$ cat config.mk
export PLATFORM = sky130hd
export DESIGN_NAME = bus_rr_arbiter
export DESIGN_NICKNAME = d
export VERILOG_FILES = /design/src/rtl/bus_pkg.sv /design/src/rtl/rr_pick.sv /design/src/rtl/bus_rr_arbiter.sv
export SDC_FILE = /design/constraint.sdc
export NUM_CORES = 1
export LEC_CHECK = 0
export CORE_MARGIN = 5
export CORE_UTILIZATION = 35
export DETAILED_ROUTE_END_ITERATION = 16
export PLACE_DENSITY_LB_ADDON = 0.15
export SYNTH_ARGS = -nofsm -noshare
export SYNTH_HDL_FRONTEND = slang
export SYNTH_SLANG_ARGS = --single-unit
$ cat constraint.sdc
create_clock -name clk -period 1.76 [get_ports clk]
set_clock_uncertainty 0.2 [all_clocks]
set_input_delay 0.352 -clock clk [delete_from_list [all_inputs] [get_ports clk]]
set_output_delay 0.352 -clock clk [all_outputs]
set_load 0.1 [all_outputs]
$ cat src/rtl/bus_pkg.sv
`default_nettype none
// ============================================================================
// Module   : bus_pkg
// Brief    : Shared FSM state type and default timeout for the bus arbiter.
// Revision : 1.0
// ============================================================================
package bus_pkg;

  localparam int BUS_TIMEOUT_DEFAULT = 10;

  typedef enum logic [2:0] {
    ST_IDLE   = 3'd0,
    ST_ADDR   = 3'd1,
    ST_STROBE = 3'd2,
    ST_HOLD   = 3'd3,
    ST_ERROR  = 3'd4
  } bus_arb_state_t;

endpackage
`default_nettype wire

$ cat src/rtl/rr_pick.sv
`default_nettype none
// ============================================================================
// Module   : rr_pick
// Brief    : Combinational round-robin selector; scans from i_last+1 upward.
// Revision : 1.0
// ============================================================================
module rr_pick #(
  parameter int NUM_MASTERS = 2
) (
  input  logic [NUM_MASTERS-1:0]         i_req,
  input  logic [$clog2(NUM_MASTERS)-1:0] i_last,
  output logic                           o_found,
  output logic [$clog2(NUM_MASTERS)-1:0] o_next
);

  localparam int C_IDX_W = $clog2(NUM_MASTERS);

  // Walk from lowest to highest priority so the nearest requester after
  // i_last is the one left standing.
  always_comb begin
    logic [C_IDX_W-1:0] v_idx;
    v_idx   = '0;
    o_found = 1'b0;
    o_next  = i_last;
    for (int k = NUM_MASTERS; k >= 1; k--) begin
      v_idx = C_IDX_W'((int'(i_last) + k) % NUM_MASTERS);
      if (i_req[v_idx]) begin
        o_found = 1'b1;
        o_next  = v_idx;
      end
    end
  end

endmodule
`default_nettype wire

$ cat src/rtl/bus_rr_arbiter.sv
`default_nettype none
// ============================================================================
// Module   : bus_rr_arbiter
// Brief    : Round-robin bus arbiter with address-phase timeout and abort.
// Revision : 1.0
// ============================================================================
module bus_rr_arbiter
  import bus_pkg::*;
#(
  parameter int NUM_MASTERS     = 2,
  parameter int CLK_MAX_TIMEOUT = BUS_TIMEOUT_DEFAULT
) (
  input  logic                           clk,
  input  logic                           rst_n,
  input  logic [NUM_MASTERS-1:0]         barq_i,
  output logic [NUM_MASTERS-1:0]         bagd_o,
  input  logic                           address_valid_i,
  output logic                           target_ready_o,
  output logic                           data_strobe_o,
  output logic                           error_o,
  output logic [$clog2(NUM_MASTERS)-1:0] owner_o
);

  localparam int                C_IDX_W   = $clog2(NUM_MASTERS);
  localparam int                C_CNT_W   = $clog2(CLK_MAX_TIMEOUT + 1);
  localparam logic [C_CNT_W-1:0] C_CNT_MAX = C_CNT_W'(CLK_MAX_TIMEOUT);

  bus_arb_state_t               r_state;
  bus_arb_state_t               w_state_nxt;
  logic [C_CNT_W-1:0]           r_cnt;
  logic [C_CNT_W-1:0]           w_cnt_nxt;
  logic [C_CNT_W-1:0]           w_cnt_inc;
  logic [C_IDX_W-1:0]           r_owner;
  logic [C_IDX_W-1:0]           w_owner_nxt;
  logic [NUM_MASTERS-1:0]       r_grant;
  logic                         r_tready;
  logic                         r_strobe;
  logic                         r_error;
  logic                         r_armed;
  logic                         w_found;
  logic [C_IDX_W-1:0]           w_pick;
  logic                         w_owner_req;

  rr_pick #(
    .NUM_MASTERS (NUM_MASTERS)
  ) u_rr_pick (
    .i_req   (barq_i),
    .i_last  (r_owner),
    .o_found (w_found),
    .o_next  (w_pick)
  );

  assign w_owner_req = barq_i[r_owner];
  assign w_cnt_inc   = (r_cnt == C_CNT_MAX) ? r_cnt : r_cnt + C_CNT_W'(1);

  // Abort beats valid, valid beats timeout.
  always_comb begin
    w_state_nxt = r_state;
    w_owner_nxt = r_owner;
    w_cnt_nxt   = r_cnt;
    case (r_state)
      ST_IDLE: begin
        if (r_armed && w_found) begin
          w_state_nxt = ST_ADDR;
          w_owner_nxt = w_pick;
          w_cnt_nxt   = '0;
        end
      end
      ST_ADDR: begin
        w_cnt_nxt = w_cnt_inc;
        if (!w_owner_req) begin
          w_state_nxt = ST_IDLE;
        end else if (address_valid_i) begin
          w_state_nxt = ST_STROBE;
        end else if (w_cnt_inc == C_CNT_MAX) begin
          w_state_nxt = ST_ERROR;
        end
      end
      ST_STROBE: w_state_nxt = ST_HOLD;
      ST_HOLD:   if (!w_owner_req) w_state_nxt = ST_IDLE;
      ST_ERROR:  if (!w_owner_req) w_state_nxt = ST_IDLE;
      default:   w_state_nxt = ST_IDLE;
    endcase
  end

  // Outputs are decoded from the next state so they leave flops directly.
  always_ff @(posedge clk or negedge rst_n) begin
    if (!rst_n) begin
      r_state  <= ST_IDLE;
      r_cnt    <= '0;
      r_owner  <= C_IDX_W'(NUM_MASTERS - 1);
      r_grant  <= '0;
      r_tready <= 1'b0;
      r_strobe <= 1'b0;
      r_error  <= 1'b0;
      r_armed  <= 1'b0;
    end else begin
      r_state  <= w_state_nxt;
      r_cnt    <= w_cnt_nxt;
      r_owner  <= w_owner_nxt;
      r_armed  <= 1'b1;
      r_grant  <= (w_state_nxt == ST_ADDR || w_state_nxt == ST_STROBE ||
                   w_state_nxt == ST_HOLD) ? (NUM_MASTERS'(1) << w_owner_nxt) : '0;
      r_tready <= (w_state_nxt == ST_ADDR || w_state_nxt == ST_STROBE);
      r_strobe <= (w_state_nxt == ST_STROBE);
      r_error  <= (w_state_nxt == ST_ERROR);
    end
  end

  assign bagd_o         = r_grant;
  assign target_ready_o = r_tready;
  assign data_strobe_o  = r_strobe;
  assign error_o        = r_error;
  assign owner_o        = r_owner;

endmodule
`default_nettype wire
==> results.txt, run 1 <==
run results: YS chip area=729 um^2, synthesized flop and latch total=14, Synth Cell Area=729 um^2, failing checks=setup timing, fin crit share=1.09, initial antenna violation count=0, global-route wire length before repair=2.73 mm, Int Power=1.10 mW, I/O Pins=11, LEAKAGE=0.488 nW, Post-CTS Hold Fix Bufs=0, Slowest-stage cell, CP=dfrtp_1, layout filler cell count=171, H-tree depth=1, status=finished, violations left, Area leader share=0.446, Worst Reg2Reg Path Length in Cells=6, Crit. End Element=register, crit-path max cell delay=0.44 ns, synthesized area per cell=9.99 um^2, final worst setup slack=-0.160 ns, Synth mux share=0.0292, Largest cells by area=dfrtp_1, a211oi_1, o21ai_0, a21oi_1, dfstp_2, ys async rst share=1.00, Main logic family=AND-OR/OR-AND gates, FF-to-FF Start=r_cnt[0]$_DFFE_PN0P_, Congestion Overflow GR=0, root buffer cell=clkbuf_4, GPL Wtd Cong=0.811, worst reg2reg setup slack=-0.16 ns, Worst Setup EP=target_ready_o$_DFF_PN0_, Reg2Reg Capture Point=target_ready_o$_DFF_PN0_, # setup viols final=6, CTS tree=built, n_diodes=0
run 1: synthesized netlist by cell type (all sizes together) (2+ instances only):
| master | instances |
|---|---|
| dfrtp | 13 |
| o21ai | 8 |
| a211oi | 6 |
| a21oi | 6 |
| nor2 | 5 |
| inv | 4 |
| buf | 3 |
| nand2 | 3 |
| ha | 2 |
| nand4 | 2 |
| nand4b | 2 |
| nor3 | 2 |
run 1: logic make-up (layout without fill, tap and decap cells):
family	Yosys count	count (layout)
AND/OR/NAND/NOR	21	21
AND-OR/OR-AND	25	25
flip-flops	14	14
multiplexers	2	2
buffers and inverters	7	36
XOR/XNOR	1	1
other	1	1
adder cells (fa/ha/maj)	2	2
run 1: metal layers:
layer	vias to the layer above	global-route usage	share of wire
met5	-	0	0
met4	0	0.0729	0.022
met3	4	0.0302	0.046
met2	13	0.184	0.47
met1	313	0.128	0.46
li1	328	-	-
run 1: metrics by stage:
step,util,std cells,instance area [um^2],hold WS [ns]
after detailed placement,0.535,123,1060,0.363
after global placement,0.535,123,1060,0.357
final,0.588,129,1160,0.113
after CTS,0.557,128,1100,0.117
after global routing,0.588,129,1160,0.116
after floorplan,-,73,768,-0.144
run 1: power groups by stage:
stage / logic [mW] / clock network (mW) / registers [mW]
floorplan: 0.393 / 0 / 0.816
global route: 1.34 / 0.269 / 0.540
global placement: 1.13 / 0 / 0.530
CTS: 1.15 / 0.245 / 0.526
finish: 1.25 / 0.240 / 0.526
detailed placement: 1.14 / 0 / 0.533
run 1: area by class of cell:
| class | count | area share |
|---|---|---|
| tap | 27 | 0.0290 |
| multi-input combinational | 52 | 0.365 |
| inverter | 4 | 0.0129 |
| clock buffer | 4 | 0.0311 |
| sequential | 14 | 0.305 |
| timing repair buffer | 28 | 0.257 |
Fig. 1: run 1, M2 wires
Drawn at 4 px/um.
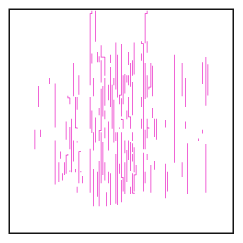
share of all routed wire: 47%
nets with wire on the layer: 96
longest straight run: 26.9 um
wire length on this layer: 793 um
main direction: vertical
routing usage on met2: 0.184
final WL: 1.69 mm

Fig. 2: run 1, metal layers overlaid
Drawn at 6 px/um.
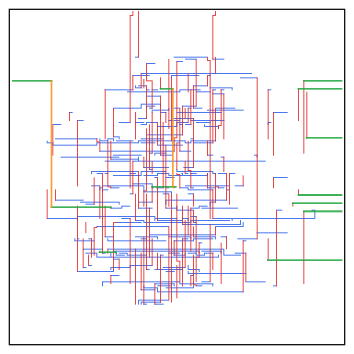
legend:
  red:
    layer: met2
    wire_length: 793 um
  green:
    layer: met3
    wire_length: 77.9 um
  orange:
    layer: met4
    wire_length: 37.4 um
  blue:
    layer: met1
    wire_length: 778 um
via count: 658
GRT Util Overall: 0.112
per-cell routed wire length: 13.1 um

Fig. 3: run 1, floorplan with the power grid
Drawn at 6 px/um. Pins as bars on the die edge. Tap cells in grey.
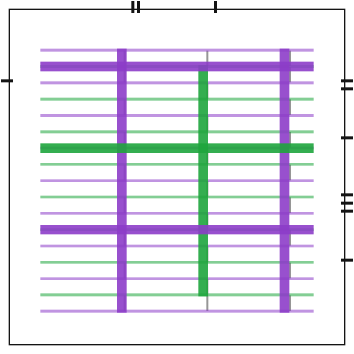
legend:
  purple:
    net: VSS
  green:
    net: VDD
met4 straps: 3
met1 rails: 17
signal pins: 11
core box area: 0.00198 mm^2
worst vdd ir: 879 uV
chip width: 55.7 um

Fig. 4: run 1, met3 routing
Drawn at 4 px/um.
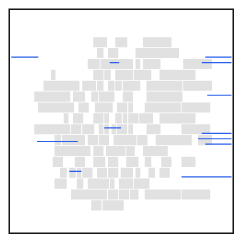

--- run 2 (diff from run 1) ---
- CORE_MARGIN: 5 -> 4
- SLEW_MARGIN: not set -> 10
Fig. 5: run 2, met3 routing
Drawn at 4 px/um.
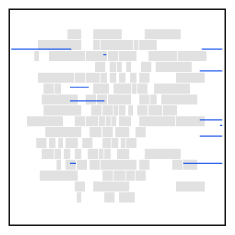
main direction: horizontal
nets with wire on the layer: 8
longest straight run: 14.7 um
wire length on this layer: 59.1 um
share of all routed wire: 3.4%
M3 GR Usage: 0.0249
final WL: 1.77 mm
via count: 664

Fig. 6: run 2, metal layers overlaid
Drawn at 6 px/um.
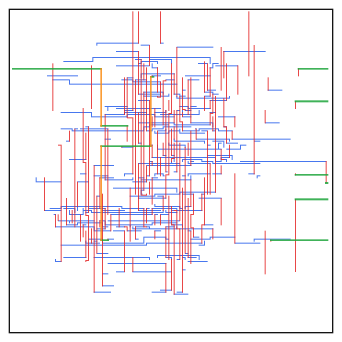
legend:
  blue:
    layer: met1
    wire_length: 793 um
  red:
    layer: met2
    wire_length: 878 um
  green:
    layer: met3
    wire_length: 59.1 um
  orange:
    layer: met4
    wire_length: 36.7 um
GRT Util Overall: 0.135
per-cell routed wire length: 13.5 um

==> results.txt, run 2 <==
run results: status=finished, violations left, failing checks=setup timing, chip width=53.7 um, CTS tree=built, YS chip area=729 um^2, Congestion Overflow GR=0, Layout Cells excl Fill=131, worst vdd ir=885 uV, global-route wire length before repair=2.68 mm, Crit. End Element=register, # placed instances=126, Largest cells by area=dfrtp_1, a211oi_1, o21ai_0, a21oi_1, dfstp_2, Setup CP Type=reg2reg, post-synth cell types=30, worst hold slack=0.164 ns, # setup viols final=6, Max Clk Rate=0.520 GHz, yosys cell count=73, layout filler cell count=180, synthesized area per cell=9.99 um^2, Nets=112, placed cell area=0.00108 mm^2, port buffer count=10, Starting DRT DRC Count=4, top cells by count=dfrtp_1, o21ai_0, a211oi_1, a21oi_1, nor2_1, most frequent cell after synthesis=dfrtp_1, final worst setup slack=-0.164 ns, synthesized flop and latch total=14, I/O Pins=11, H-tree depth=1, Synth mux share=0.0292, Synth Cell Area=729 um^2, Post-CTS Hold Fix Bufs=0, final standard cell area without fillers=0.00116 mm^2, Main logic family=AND-OR/OR-AND gates, fin crit share=1.09, worst hold path type=in2async, GPL Wtd Cong=0.798, aoi share=0.214, Area leader share=0.446, FF-to-FF Start=r_cnt[1]$_DFFE_PN0P_, Int Power=1.08 mW, root buffer cell=clkbuf_4, Final Util=0.591, ys async rst share=1.00, core box area=0.00196 mm^2
==> run 2: metal layers <==
metal	GRT usage	part of all wire	vias to the layer above
li1	-	-	335
met1	0.148	0.45	313
met2	0.241	0.50	10
met3	0.0249	0.033	6
met4	0.0766	0.020	0
met5	0	0	-
==> run 2: path summary, 6_finish.rpt <==
path                                         to  slack, ns  cells after the start
min reg2reg                r_cnt[3]$_DFFE_PN0P_       0.39                      1
min in group clk           r_cnt[3]$_DFFE_PN0P_       0.39                      1
max                        r_state[0]$_DFF_PN0_      -0.16                      5
max in group asynchronous     owner_o$_DFF_PN1_       0.96                      2
min                        r_state[2]$_DFF_PN0_       0.16                      2
max reg2reg                r_state[0]$_DFF_PN0_      -0.16                      5
==> run 2: cell type report <==
type                    instances  area share
repair buffers                 30       0.271
multi-input cells              52       0.356
well taps                      27      0.0291
inverters                       4      0.0129
flip-flops and latches         14       0.309
clock buffers                   4      0.0227
==> run 2: power by group through the flow <==
stage	registers [mW]	logic (mW)	clock network (mW)
finish	0.554	1.24	0.195
detailed placement	0.537	1.17	0
floorplan	0.816	0.393	0
global route	0.565	1.31	0.212
global placement	0.530	1.16	0
CTS	0.534	1.19	0.202
==> run 2: per-stage QoR <==
| stage | worst slack [ns] | setup TNS (ns) |
|---|---|---|
| 2_1_floorplan | -0.0983 | -0.366 |
| 3_3_place_gp | -0.178 | -0.974 |
| 3_5_place_dp | -0.224 | -1.31 |
| 4_1_cts | -0.142 | -0.659 |
| 5_1_grt | -0.242 | -1.30 |
| 6_report | -0.164 | -0.821 |
==> run 2: worst max-delay path, stage by stage, from the launching register on <==
cell	delay, ns
dfrtp_2	0.46
ha_4	0.18
or4b_1	0.51
nand4_1	0.14
a211o_1	0.22
a21oi_1	0.10
--- run 3 (diff from run 2) ---
- CTS_CLUSTER_DIAMETER: not set -> 30
Fig. 7: run 3, met3 routing
Drawn at 4 px/um.
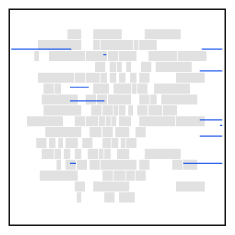
wire length on this layer: 59.1 um
main direction: horizontal
nets with wire on the layer: 8
longest straight run: 14.7 um

Fig. 8: run 3, M2 wires
Drawn at 4 px/um.
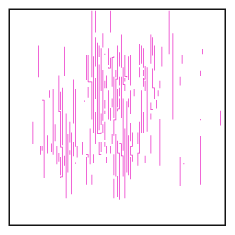
main direction: vertical
wire length on this layer: 878 um
share of all routed wire: 50%
routing usage on met2: 0.241

==> results.txt, run 3 <==
run results: global-route wire length before repair=2.68 mm, # setup viols final=6, worst hold slack=0.164 ns, Max Clk Rate=0.520 GHz, dpl ws=-0.224 ns, Final Util=0.591, fin crit share=1.09, H-tree depth=1, per-cell routed wire length=13.5 um, Nets=112, most frequent cell after synthesis=dfrtp_1, core box area=0.00196 mm^2, final worst setup slack=-0.164 ns, synthesized area per cell=9.99 um^2, root buffer cell=clkbuf_4, final WL=1.77 mm, I/O Pins=11, top cells by count=dfrtp_1, o21ai_0, a211oi_1, a21oi_1, nor2_1, Synth Cell Area=729 um^2, initial antenna violation count=0, Crit path depth=5, buffers and inverters on the worst path=0, Slowest-stage cell, CP=or4b_1, ys async rst share=1.00, worst vdd ir=885 uV, chip width=53.7 um, Setup CP Type=reg2reg, via count=664, GPL Wtd Cong=0.798, met1 usage=0.148, status=finished, violations left, Area leader share=0.446, CTS tree=built, worst hold path type=in2async, Crit. End Element=register, Starting DRT DRC Count=4, Largest cells by area=dfrtp_1, a211oi_1, o21ai_0, a21oi_1, dfstp_2, Worst Reg2Reg Path Length in Cells=5, final standard cell area without fillers=0.00116 mm^2, placed cell area=0.00108 mm^2, yosys cell count=73, Post-CTS Hold Fix Bufs=0, worst-path cell chain=ha_4 -> or4b_1 -> nand4_1 -> a211o_1 -> a21oi_1, post-synth cell types=30, YS chip area=729 um^2, failing checks=setup timing, met3 WL=59 um, Metal-1 WL=792 um, GRT Util Overall=0.135
run 3: cell counts in the layout (fill, tap and decap cells not counted):
No cell type changed its count.
run 3: area by class of cell:
class	instances	area (um^2)	area share
Tap cell	27	33.8	0.0291
Inverter	4	15.0	0.0129
Sequential cell	14	358	0.309
Multi-Input combinational cell	52	413	0.356
Clock buffer	4	26.3	0.0227
Timing Repair Buffer	30	314	0.271
run 3: path summary, 6_finish.rpt:
path                                 startpoint                    to  slack, ns
setup / recovery           r_cnt[1]$_DFFE_PN0P_  r_state[0]$_DFF_PN0_      -0.16
hold / removal                            rst_n  r_state[2]$_DFF_PN0_       0.16
setup reg to reg           r_cnt[1]$_DFFE_PN0P_  r_state[0]$_DFF_PN0_      -0.16
hold reg to reg            r_cnt[3]$_DFFE_PN0P_  r_cnt[3]$_DFFE_PN0P_       0.39
max in group asynchronous                 rst_n     owner_o$_DFF_PN1_       0.96
min in group clk           r_cnt[3]$_DFFE_PN0P_  r_cnt[3]$_DFFE_PN0P_       0.39
run 3: kinds of logic after synthesis:
group | after synthesis | synth area share
xor gates and xnor gates | 1 | 0.0120
muxes | 2 | 0.0292
DFF | 14 | 0.482
other | 1 | 0.00514
buffers and inverters | 7 | 0.0497
and+or+nand+nor | 21 | 0.173
AOI/OAI and AO/OA | 25 | 0.214
adders and majority gates | 2 | 0.0343
run 3: power by group:
part	internal, mW	leakage, nW	switching, mW
logic	0.553	0.286	0.685
registers	0.434	0.179	0.120
clock network	0.0882	0.0150	0.107
total	1.08	0.479	0.912
run 3: what timing repair did:
item                                    CTS  global route
pin swaps                                 4             4
resized                                   1             8
hold endpoints to repair                  0             0
buffers inserted                          1             0
endpoints found under the setup margin    6             7
No activity file was given, so power comes from the tool's default toggle rates.
